Run 1, gate-type map:
The bar under the picture is 50 µm long.
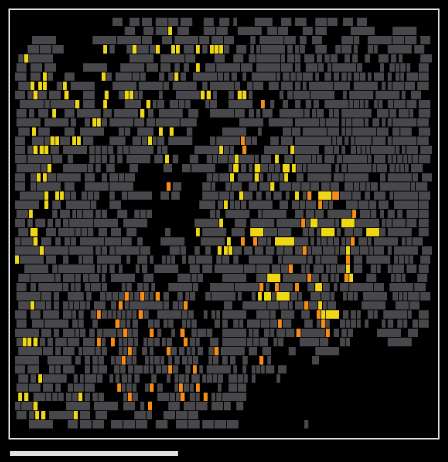
Run 1, metal layers overlaid:
The bar under the picture is 50 µm long.
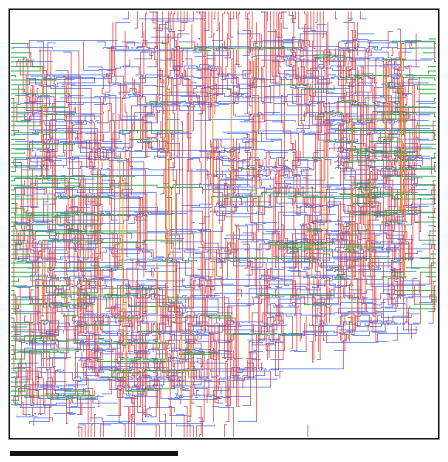
Run 1, M4 wires:
The bar under the picture is 50 µm long.
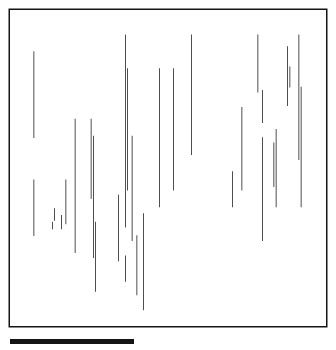
Run 1, cells colored by class:
The bar under the picture is 50 µm long. Fill, decap, tap and diode cells in gray.
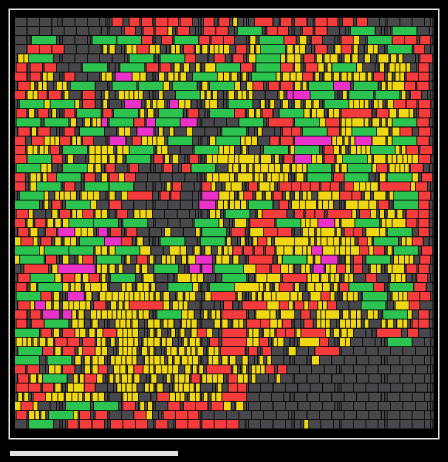
## config.mk

```make
export PLATFORM = sky130hd
export DESIGN_NAME = mem_access
export DESIGN_NICKNAME = d
export VERILOG_FILES = /design/src/rtl/mem_access_pkg.sv /design/src/rtl/mem_access_align.sv /design/src/rtl/mem_access.sv
export SDC_FILE = /design/constraint.sdc
export NUM_CORES = 1
export LEC_CHECK = 0
export ABC_AREA = 1
export ABC_CLOCK_PERIOD_IN_PS = 1800
export CAP_MARGIN = 10
export CORE_UTILIZATION = 43
export CTS_BUF_LIST = sky130_fd_sc_hd__clkbuf_4 sky130_fd_sc_hd__clkbuf_8
export DETAILED_ROUTE_END_ITERATION = 16
export PLACE_DENSITY = 0.8
export SLEW_MARGIN = 20
export SYNTH_ARGS = -nofsm -noshare
export SYNTH_HDL_FRONTEND = slang
export SYNTH_SLANG_ARGS = --single-unit
export TNS_END_PERCENT = 1
```

## constraint.sdc

```tcl
create_clock -name clk -period 1.8 [get_ports clk]
set_input_delay 0.54 -clock clk [delete_from_list [all_inputs] [get_ports clk]]
set_output_delay 0.54 -clock clk [all_outputs]
set_load 0.02 [all_outputs]
```

## src/rtl/mem_access_pkg.sv

```systemverilog
// Shared definitions for the MEM stage: memory-op codes, FSM states and
// small decode helpers used by the stage and by the alignment unit.
package mem_access_pkg;

  localparam int WORD_WIDTH    = 32;
  localparam int MEMOP_WIDTH   = 4;
  localparam int BYTE_EN_WIDTH = 4;

  localparam logic [MEMOP_WIDTH-1:0] MEM_NONE = 4'd0;
  localparam logic [MEMOP_WIDTH-1:0] MEM_LB   = 4'd1;
  localparam logic [MEMOP_WIDTH-1:0] MEM_LBU  = 4'd2;
  localparam logic [MEMOP_WIDTH-1:0] MEM_LH   = 4'd3;
  localparam logic [MEMOP_WIDTH-1:0] MEM_LHU  = 4'd4;
  localparam logic [MEMOP_WIDTH-1:0] MEM_LW   = 4'd5;
  localparam logic [MEMOP_WIDTH-1:0] MEM_SB   = 4'd6;
  localparam logic [MEMOP_WIDTH-1:0] MEM_SH   = 4'd7;
  localparam logic [MEMOP_WIDTH-1:0] MEM_SW   = 4'd8;

  typedef enum logic [1:0] {
    ST_IDLE = 2'd0,
    ST_BUS  = 2'd1,
    ST_DONE = 2'd2
  } mem_state_t;

  // Any code outside LB..SW is a plain pass-through.
  function automatic logic is_mem(input logic [MEMOP_WIDTH-1:0] op);
    return (op >= MEM_LB) && (op <= MEM_SW);
  endfunction

  function automatic logic is_store(input logic [MEMOP_WIDTH-1:0] op);
    return (op == MEM_SB) || (op == MEM_SH) || (op == MEM_SW);
  endfunction

  function automatic logic misaligned(input logic [MEMOP_WIDTH-1:0] op,
                                      input logic [1:0] lane);
    logic r;
    r = 1'b0;
    case (op)
      MEM_LH, MEM_LHU, MEM_SH: r = lane[0];
      MEM_LW, MEM_SW:          r = |lane;
      default:                 r = 1'b0;
    endcase
    return r;
  endfunction

endpackage

```

## src/rtl/mem_access_align.sv

```systemverilog
// Combinational byte-lane alignment for 32-bit little-endian memory.
//   i_op     : memory op code
//   i_lane   : addr[1:0]
//   i_sdata  : store data (rt)
//   i_rdata  : raw bus read word
//   o_be     : store byte enables (0 for loads / none)
//   o_wdata  : lane-replicated store data
//   o_ldata  : extracted, sign/zero-extended load value
module mem_align
  import mem_access_pkg::*;
(
  input  logic [MEMOP_WIDTH-1:0]   i_op,
  input  logic [1:0]               i_lane,
  input  logic [WORD_WIDTH-1:0]    i_sdata,
  input  logic [WORD_WIDTH-1:0]    i_rdata,
  output logic [BYTE_EN_WIDTH-1:0] o_be,
  output logic [WORD_WIDTH-1:0]    o_wdata,
  output logic [WORD_WIDTH-1:0]    o_ldata
);

  logic [7:0]  w_byte;
  logic [15:0] w_half;

  assign w_byte = i_rdata[{i_lane, 3'b000} +: 8];
  assign w_half = i_lane[1] ? i_rdata[31:16] : i_rdata[15:0];

  // Replicating store data across lanes lets the memory pick any lane
  // purely by byte enables.
  always_comb begin
    o_be    = '0;
    o_wdata = '0;
    case (i_op)
      MEM_SB: begin
        o_be    = 4'b0001 << i_lane;
        o_wdata = {4{i_sdata[7:0]}};
      end
      MEM_SH: begin
        o_be    = i_lane[1] ? 4'b1100 : 4'b0011;
        o_wdata = {2{i_sdata[15:0]}};
      end
      MEM_SW: begin
        o_be    = 4'hF;
        o_wdata = i_sdata;
      end
      default: ;
    endcase
  end

  always_comb begin
    o_ldata = '0;
    case (i_op)
      MEM_LB:  o_ldata = {{24{w_byte[7]}}, w_byte};
      MEM_LBU: o_ldata = {24'd0, w_byte};
      MEM_LH:  o_ldata = {{16{w_half[15]}}, w_half};
      MEM_LHU: o_ldata = {16'd0, w_half};
      MEM_LW:  o_ldata = i_rdata;
      default: o_ldata = '0;
    endcase
  end

endmodule

```

## src/rtl/mem_access.sv

```systemverilog
// MEM pipeline stage. Takes the EX result as address (or pass-through
// value), runs loads/stores over a req/ack bus, and emits a one-cycle
// write-back payload. Misaligned accesses and bus timeouts are flagged
// with one-cycle pulses and produce no write-back.
//   clk/rst                  : clock, synchronous active-high reset
//   in_valid/in_ready        : EX handshake (in_ready low only while on bus)
//   mem_op/addr/store_data   : op, ALU result, rt
//   wb_reg/wb_en_in          : destination register and its write enable
//   out_valid/out_data/out_reg/out_wen : write-back payload
//   addr_err/bus_err         : misalignment / timeout pulses
//   bus_*                    : word-aligned req/ack data bus
module mem_access
  import mem_access_pkg::*;
#(
  parameter int W           = WORD_WIDTH,
  parameter int BUS_TIMEOUT = 255
) (
  input  logic                     clk,
  input  logic                     rst,
  input  logic                     in_valid,
  output logic                     in_ready,
  input  logic [MEMOP_WIDTH-1:0]   mem_op,
  input  logic [W-1:0]             addr,
  input  logic [W-1:0]             store_data,
  input  logic [4:0]               wb_reg,
  input  logic                     wb_en_in,
  output logic                     out_valid,
  output logic [W-1:0]             out_data,
  output logic [4:0]               out_reg,
  output logic                     out_wen,
  output logic                     addr_err,
  output logic                     bus_err,
  output logic                     bus_req,
  output logic                     bus_we,
  output logic [W-1:0]             bus_addr,
  output logic [BYTE_EN_WIDTH-1:0] bus_be,
  output logic [W-1:0]             bus_wdata,
  input  logic                     bus_ack,
  input  logic [W-1:0]             bus_rdata
);

  localparam int CW = $clog2(BUS_TIMEOUT + 1);

  mem_state_t             r_state;
  logic [CW-1:0]          r_cnt;
  logic [MEMOP_WIDTH-1:0] r_op;
  logic [1:0]             r_lane;
  logic [4:0]             r_reg;
  logic                   r_wen;

  logic [MEMOP_WIDTH-1:0]   w_op;
  logic [MEMOP_WIDTH-1:0]   w_al_op;
  logic [1:0]               w_al_lane;
  logic [BYTE_EN_WIDTH-1:0] w_be;
  logic [W-1:0]             w_wdata;
  logic [W-1:0]             w_ldata;

  assign in_ready = (r_state != ST_BUS);
  assign w_op     = is_mem(mem_op) ? mem_op : MEM_NONE;

  // One aligner serves both phases: while on the bus it sees the latched
  // op (load extract); otherwise it sees the incoming op (store setup).
  assign w_al_op   = (r_state == ST_BUS) ? r_op   : w_op;
  assign w_al_lane = (r_state == ST_BUS) ? r_lane : addr[1:0];

  mem_align u_align (
    .i_op    (w_al_op),
    .i_lane  (w_al_lane),
    .i_sdata (store_data),
    .i_rdata (bus_rdata),
    .o_be    (w_be),
    .o_wdata (w_wdata),
    .o_ldata (w_ldata)
  );

  always_ff @(posedge clk) begin
    if (rst) begin
      r_state   <= ST_IDLE;
      r_cnt     <= '0;
      r_op      <= MEM_NONE;
      r_lane    <= '0;
      r_reg     <= '0;
      r_wen     <= 1'b0;
      out_valid <= 1'b0;
      out_data  <= '0;
      out_reg   <= '0;
      out_wen   <= 1'b0;
      addr_err  <= 1'b0;
      bus_err   <= 1'b0;
      bus_req   <= 1'b0;
      bus_we    <= 1'b0;
      bus_addr  <= '0;
      bus_be    <= '0;
      bus_wdata <= '0;
    end else begin
      out_valid <= 1'b0;
      out_wen   <= 1'b0;
      addr_err  <= 1'b0;
      bus_err   <= 1'b0;
      case (r_state)
        ST_BUS: begin
          if (bus_ack) begin
            bus_req   <= 1'b0;
            out_valid <= 1'b1;
            out_reg   <= r_reg;
            if (is_store(r_op)) begin
              out_data <= '0;
              out_wen  <= 1'b0;
            end else begin
              out_data <= w_ldata;
              out_wen  <= r_wen;
            end
            r_state <= ST_DONE;
          end else if (r_cnt == CW'(BUS_TIMEOUT - 1)) begin
            bus_err <= 1'b1;
            bus_req <= 1'b0;
            r_state <= ST_IDLE;
          end else begin
            r_cnt <= r_cnt + 1'b1;
          end
        end
        default: begin  // IDLE or DONE: both accept
          r_state <= ST_IDLE;
          if (in_valid) begin
            if (w_op == MEM_NONE) begin
              out_valid <= 1'b1;
              out_data  <= addr;
              out_reg   <= wb_reg;
              out_wen   <= wb_en_in;
              r_state   <= ST_DONE;
            end else if (misaligned(w_op, addr[1:0])) begin
              addr_err <= 1'b1;
            end else begin
              r_op      <= w_op;
              r_lane    <= addr[1:0];
              r_reg     <= wb_reg;
              r_wen     <= wb_en_in;
              r_cnt     <= '0;
              bus_req   <= 1'b1;
              bus_we    <= is_store(w_op);
              bus_addr  <= {addr[W-1:2], 2'b00};
              bus_be    <= w_be;
              bus_wdata <= w_wdata;
              r_state   <= ST_BUS;
            end
          end
        end
      endcase
    end
  end

endmodule

```

==> summary.txt, run 1 <==
This memo summarizes the results of the implementation run.

Logic synthesis
The number of warnings reported in the yosys synthesis log is 0. The predominant post-synthesis flop cell is dfxtp_1. The synth_stat.txt file lists the number of cells as approximately 1,000. By area, the combinational part of the netlist is dominated by simple AND/OR/NAND/NOR gates. The area share of the largest cell type after synthesis is ~40%. The per-instance average area after synthesis is roughly 6.6 µm². By area the synthesized netlist is led by dfxtp_1 (39%), nand2_1 (15%), nand3_1 (11%). The cell-mix breakdown from Yosys lists the simple-gate area share as between 30% and 40%. The commonest cells after synthesis are nand2_1 (263), nand3_1 (142), dfxtp_1 (131), o21ai_0 (109), a21oi_1 (107). The area recorded from the Yosys report for this design is 6748 µm².

The adder and majority gate portion of the synthesized area is 0.3709%. Before any placement, the netlist area is recorded as just under 7000 µm². In this run, synthesis inferred 0 flip-flops with an integrated enable. The number of distinct standard cells referenced by the synthesized netlist is 31.

The sequential cell area fraction in the yosys report is 38.87%. The post-synthesis async set-or-reset flop share is 0%. The largest area contributor in the synthesized netlist is dfxtp_1. The synthesized netlist cell count is 1,026.

The post-synthesis mux area share is 0%. After Yosys synthesis, AND-OR and OR-AND compound gates account for between 10% and 20% of the synthesized area. The most common cell in the netlist is nand2_1.

Placement
After detailed placement, the design holds a cell count of 1,481. The placed wire-length estimate after detailed placement is between 15,000 and 20,000 µm. The number of buffers inserted by port buffering is around 220. The worst setup timing slack at the placement stage is -722.2 ps. The post-place instance area is slightly below 10,000 µm². The congestion estimate from routability-driven global placement came to 0.9577.

Finish
The number of fillers in the final layout is about 1,300. The fraction of standard cell area that is sequential is 25.20%. The layout stage reports a final design area of ~10,000 µm².

The area added between synthesis and finish is 54.46%. The layout net count is 1,414. The total area of multi-input combinational cells is between 3000 and 4000 µm².

After layout the clock buffers and inverters come to 3.758% of cell area. The area taken by flip-flops and latches is 2626 µm². The non-clock buffer area fraction after layout is 30.38%. In the final layout, excluding clock buffers the buffer count is between 300 and 400. The largest registers in the layout are bus_wdata x32, out_data x32, bus_addr x30. The non-clock inverter count in the final layout is 55.

The number of combinational gates with multiple inputs is about 770. In the layout the commonest cells are nand2_1 (243), nand3_1 (132), dfxtp_1 (130). The repair_antennas step left the layout with diodes totalling 0. Measured on the finished design, the core utilization comes to approximately 68%.

Hold path
The tightest min-delay check is of the reg -> reg type. The worst hold path was traced through 2 stages. STA shows the worst min-delay path finishing at bus_req$_SDFFE_PP0P_. For the worst min-delay path, the startpoint reported by OpenROAD is bus_req$_SDFFE_PP0P_.

Floorplanning
The y dimension of the die is between 100 and 150 µm. The initial utilization of the core area, before any placement, comes to about 44%. The core region is ~15,000 µm². The flow inserted approximately 210 tap cells. The top-level port count is roughly 220.

Per the OpenROAD floorplan log, the width of the die is 127.3 µm. The site row count is ~45. After floorplanning, the die was sized to cover about 16,000 µm².

Clock tree
For the worst-skew pair, the clock arrives at the later sink with an insertion delay of 440 ps. The number of sinks driven by the clock tree is 131. The TritonCTS clock tree is built.

The total number of H-tree levels is 4. The clock-pin transition on the worst setup and hold timing paths is roughly 80 ps. In this run the post-CTS setup repair buffer count came out at 2. Post-CTS repair changed the size of ~130 cells. Clock tree synthesis selected as its root buffer the cell clkbuf_8. CTS reports a maximum clock tree buffer depth of 2. The number of hold buffers added after CTS was 0.

The total clock buffers created by CTS is 17.

Critical path
The slowest stage of the critical path belongs to the cell dfxtp_4. The cell repeated most along the worst path is buf_6. Walking the worst path, the cells encountered are buf_6 > inv_2 > nor2_4 > nand2_2 > nand2_4 > inv_2 > buf_6 > nor3_4 > buf_6 > clkbuf_16 > nand2_4 > nand3_2 > nand2_1 > a21oi_1.

The STA report counts the stages on the worst setup path as 14. According to the timing report, the data required time at the worst endpoint equals approximately 2200 ps. In this run the critical register-to-register path is launched from r_state[0]$_SDFFE_PP0N_. For flop-to-flop paths, the worst setup slack is -200 ps. The nature of the critical path startpoint is a register. The worst path buffer plus inverter count is 6. The endpoint of the worst-slack reg-to-reg timing path is bus_wdata[26]$_SDFFE_PP0P_.

The delay contributed by the slowest stage of the critical path is ~370 ps. STA shows the worst reg2reg path with a cell count of 14. The source of the critical timing path is r_state[0]$_SDFFE_PP0N_. The largest delay contributor family on the critical path is simple AND/OR/NAND/NOR gates.

GRT
The met2 layer usage reported by global route is around half. The global route stage reports its total congestion overflow as 0. The first global-routing pass estimated between 30,000 and 40,000 µm of wire. In this run the most used layer during global routing was met2.

The number of global-route vias before repair is around 7,700. The met1 demand-to-capacity share in global routing is approximately 34%. Global routing used 7.119% of the available met3 tracks. The initial antenna violation count is 0. The pin count of the biggest net entering global routing is approximately 79.

Power and ir drop
Sequential power for this build is roughly 3200 µW. The internal portion of the total power is roughly 5200 µW. The script computed the net switching share of total power as a little under a third. The script extracted a total leakage power of between 0.004 and 0.005 µW. Across the VDD grid, the largest voltage drop is between 600 and 700 µV. Combinational logic is responsible for a little over a quarter of the overall power. The power dissipated by switching net loads is ~2500 µW. The power of the combinational group is slightly above 2000 µW.

The power after layout is a little under 8000 µW. The relative contribution of the clock network to total power is between 30 and 40%. The flow reports power dissipated in the clock network as about 2500 µW. The dominant power group in this design is registers.

The register share of total power is ~41%.

Final timing
The worst path in the final design needs a cycle of between 1500 and 2000 ps, including I/O delays and setup. The final timing report lists a max-slew violation count of 0. Per the finish-stage timing summary, setup violations number 28.

The final timing summary puts the cycle share of the worst path at 110.9%. The highest clock frequency the design can meet is about 500 MHz. The critical path in the final layout is reported with a setup slack of -195.4 ps. Across the routed clock network, the largest skew measured is about 13 ps.

The final total negative setup slack is -1203 ps. The number of hold-slack violations in the final timing report is 0. The tightest hold margin is 462.6 ps.

Setup repair after global routing could not meet its margin everywhere.

Detailed routing
The count of routing violations after the opening detailed-route iteration is slightly above 600. The iteration count recorded for the first detailed-route pass is 5. For this run, design rule violations remaining after detail routing come to 0.

The via density per instance is 5.354. The routed length on met2 is approximately 12,000 µm. The routed wire length per instance is 16.53 µm. The post-detailed-route count of antenna-violating nets is 0.

Status
The run finished, with violations left. The final reports fail on negative setup slack.

Flow run
The total tool warning count is 29. The max-capacitance violation count is 0.
About 'gate-type map':
Orange marks inverters, cells 55, most used inv_1. Yellow marks NOR gates, cells 110, most used nor2_1.
most common cell after layout, fill and taps aside: nand2_1
multi-input gate share of total cell area: 36.12%
final standard cell count with taps included and fillers excluded: 1,525

About 'metal layers overlaid':
Blue marks metal 1, wire length 9,820 µm. Orange marks metal 4, wire length 976 µm. Green marks metal 3, wire length 2,150 µm. Red marks metal 2, wire length 12,300 µm.
total vias in the final route: 8,165
gr usage total: 29.23%
wire length reported by the detailed router: 25,210 µm

About 'M4 wires':
The wires run mostly vertical. The longest straight run is 77.5 µm.

About 'cells colored by class':
Yellow marks combinational and other logic, cells 827. Green marks flops, cells 131. Red marks other buffers and delay cells, cells 325. Magenta marks clock drivers and dummy loads, cells 31.

Run 1, cell outlines without signal wires:
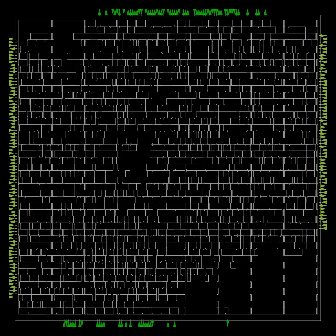

==> run 1 -> run 2 <==
Settings changed: CELL_PAD_IN_SITES_DETAIL_PLACEMENT set to 1, CELL_PAD_IN_SITES_GLOBAL_PLACEMENT set to 1, CORE_UTILIZATION 43 to 29, PLACE_DENSITY 0.8 to 0.79.
Run 2, cell outlines without signal wires:
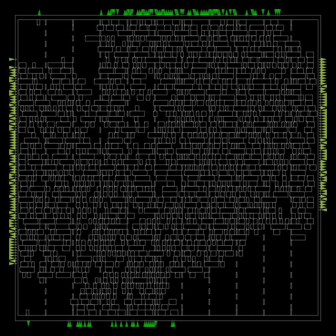
final-layout fill cell count: 2,935
Std-Cell Core Area: 22,710 µm²
well tap count: 285
# rows: 55
final standard cell count with taps included and fillers excluded: 1,590

Run 2, cells colored by class:
The bar under the picture is 50 µm long. Fill, decap, tap and diode cells in gray.
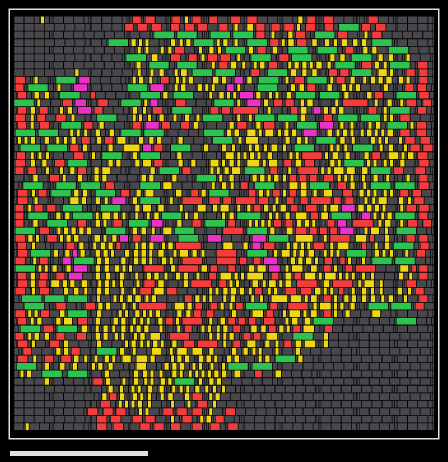
Magenta marks clock drivers and dummy loads, cells 32. Green marks flops, cells 131. Yellow marks combinational and other logic, cells 826. Red marks other buffers and delay cells, cells 316.

Run 2, M4 wires:
The bar under the picture is 50 µm long.
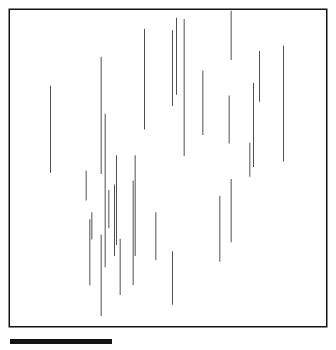
The layer carries 1,010 µm of wire. The longest straight run is 74.8 µm. 25 nets have wire on it. The layer holds 3.4% of the routed length.

==> run 2 against run 1 <==
- the flow still finishes with violations (negative setup slack)
- worst hold slack improved by 4.4 ps
- flip-flop count unchanged
- cell count increased by 4.3%
- first-iteration DRC count decreased by 41%
- setup slack improved by 74 ps
- register-to-register slack improved by 70 ps
- die area up 47%
- combinational power increased by 5%
- highest routed layer unchanged
- largest cell class unchanged
- maximum frequency grew 3.8%
- via count about the same
- clock skew grew 6.7 ps
- global-route usage shrank 4.9 points
==> summary.txt, run 2 <==
This memo summarizes the results of the implementation run.

Final timing
The final total negative setup slack is -2835 ps. The slack of the critical path is -121.7 ps. Counting endpoints that fail hold in the final report gives 0. The share of the cycle needed by the critical path after routing is 106.8%. The most critical hold endpoint after final layout shows a slack of between 400 and 500 ps. Setup violations remaining at the end of the flow were counted as roughly 60. Setup repair after global routing could not meet its margin everywhere.

The worst path in the final design needs a cycle of roughly 1900 ps, including I/O delays and setup. The setup skew after layout is between 15 and 20 ps. The highest clock frequency the design can meet is between 500 and 600 MHz.

Logic synthesis
Yosys attributes the largest share of cell area to dfxtp_1 (39%), nand2_1 (15%), nand3_1 (11%). The synthesized cell area is 6748 µm². Of the post-synthesis cell area, the part taken by muxes is 0%. The simple-gate share of the synthesized area is 33.32%.

The area share of the largest cell type after synthesis is between 30% and 40%. A synthesized cell averages approximately 6.6 µm². Counting flops with a built-in enable in the synthesized netlist gives 0.

The predominant post-synthesis flop cell is dfxtp_1. Summing the areas of all fa, ha and maj instances in the mapped netlist gives less than 1% of the synthesized area. After synthesis, the most frequently instantiated cells are nand2_1 (263), nand3_1 (142), dfxtp_1 (131), o21ai_0 (109), a21oi_1 (107).

Per the post-synthesis report, the number of cells in the design is roughly 1,000. The number of distinct standard cells referenced by the synthesized netlist is 31. The largest area contributor in the synthesized netlist is dfxtp_1. The post-synthesis async set-or-reset flop share is 0%. According to the Yosys statistics, the synthesized design has a chip area of just under 7000 µm². The main combinational cell family by area after synthesis is simple AND/OR/NAND/NOR gates. The cell total in the yosys stat output is just over 1,000. Of the synthesized area, sequential elements account for ~39%.

Power and ir drop
The sequential power is around 3200 µW. The dominant power group is registers. The clock network burns between 30% and 40% of the power. The power after layout is a little under 8000 µW. The internal cell power is 4978 µW.

Combinational cells consume a total of 2150 µW. The switching share of power is between 30% and 40%. The power in the clock group is approximately 2500 µW. The combinational group share of total power is between 20% and 30%.

The power dissipated by switching net loads is 2801 µW. The register share of total power is between 40 and 50%.

GRT
In the global route stage, met1 resource usage came out at between 20% and 30%. The first global-routing pass estimated approximately 45,000 µm of wire. The initial antenna violation count is 0. The met3 track demand over resource is a little over 6%. The number of global-route vias before repair is roughly 8,500. The pin count of the biggest net entering global routing is roughly 60. met2 is the most crowded layer. The remaining global-route overflow is 0.

The met2 layer usage reported by global route is 42.84%.

Clock tree
The TritonCTS clock tree is built. The largest buffer count on any clock path is 2. The root buffer selected by CTS is clkbuf_8. Per the repair_timing log after CTS, setup buffers inserted total 6. According to the CTS report, the clock sink count is 131. CTS added clock buffers totalling 17. Looking at the clock tree report, the H-tree level count equals 4.

Placement
The placer congestion estimate is approximately 0.87. The post-place instance area is 9757 µm². The placed wire-length estimate after detailed placement is roughly 21,000 µm. The number of buffers inserted by port buffering is ~220.

Critical path
Across all register-to-register paths, the minimum setup slack is -120 ps. Per the post-run analysis, buffers plus inverters along the critical path come to 4. The endpoint of the worst-slack reg-to-reg timing path is bus_wdata[26]$_SDFFE_PP0P_. The cell type of the slowest stage on the worst timing path is dfxtp_4.

The largest single stage delay on the critical path is 380 ps. The cell repeated most along the worst path is nand2_1. The largest delay contributor family on the critical path is simple AND/OR/NAND/NOR gates.

The worst endpoint required time is about 2200 ps. Counting buffers and inverters, the worst setup path is 13 cells deep.

Detailed routing
The detailed-route DRC error count is 0. The post-detailed-route count of antenna-violating nets is 0. The final wirelength is ~30,000 µm. The routed wire length per instance is ~19 µm. The count of routing violations after the opening detailed-route iteration is about 370. According to the report, the first pass of detailed routing completed in 5 iterations. The via density per instance is a little over 5. The total via count after detailed routing is 8,169.

Finish
The post-route cell area is roughly 11,000 µm². The total area of multi-input combinational cells is a little under 4000 µm². The top cell type in the final layout, fill and taps aside, is nand2_1. The logic gate fraction of the total cell area is between 30% and 40%.

The area taken by flip-flops and latches is about 2600 µm². For this run, the post-layout net count is 1,404. Across the whole layout, storage elements make up about 25% of the cell area. 771 cells are multi-input combinational gates.

The share of the core filled with cells is 46.41%. In the final layout, the registers with the most flip-flops are bus_wdata x32, out_data x32, bus_addr x30. The layout has around 55 inverters outside the clock class. The layout has about 320 buffers outside the clock class.

Floorplanning
The y dimension of the die is around 150 µm. The chip occupies between 20,000 and 25,000 µm². The x dimension of the die is about 150 µm. The top-level port count is 222.

Status
The final reports fail on negative setup slack. The run finished, with violations left.

Hold path
Looking at hold timing, the worst path starts from bus_be[0]$_SDFFE_PP0P_.

Flow run
The total tool warning count is 29.
Power is estimated from default activity; no workload was simulated.
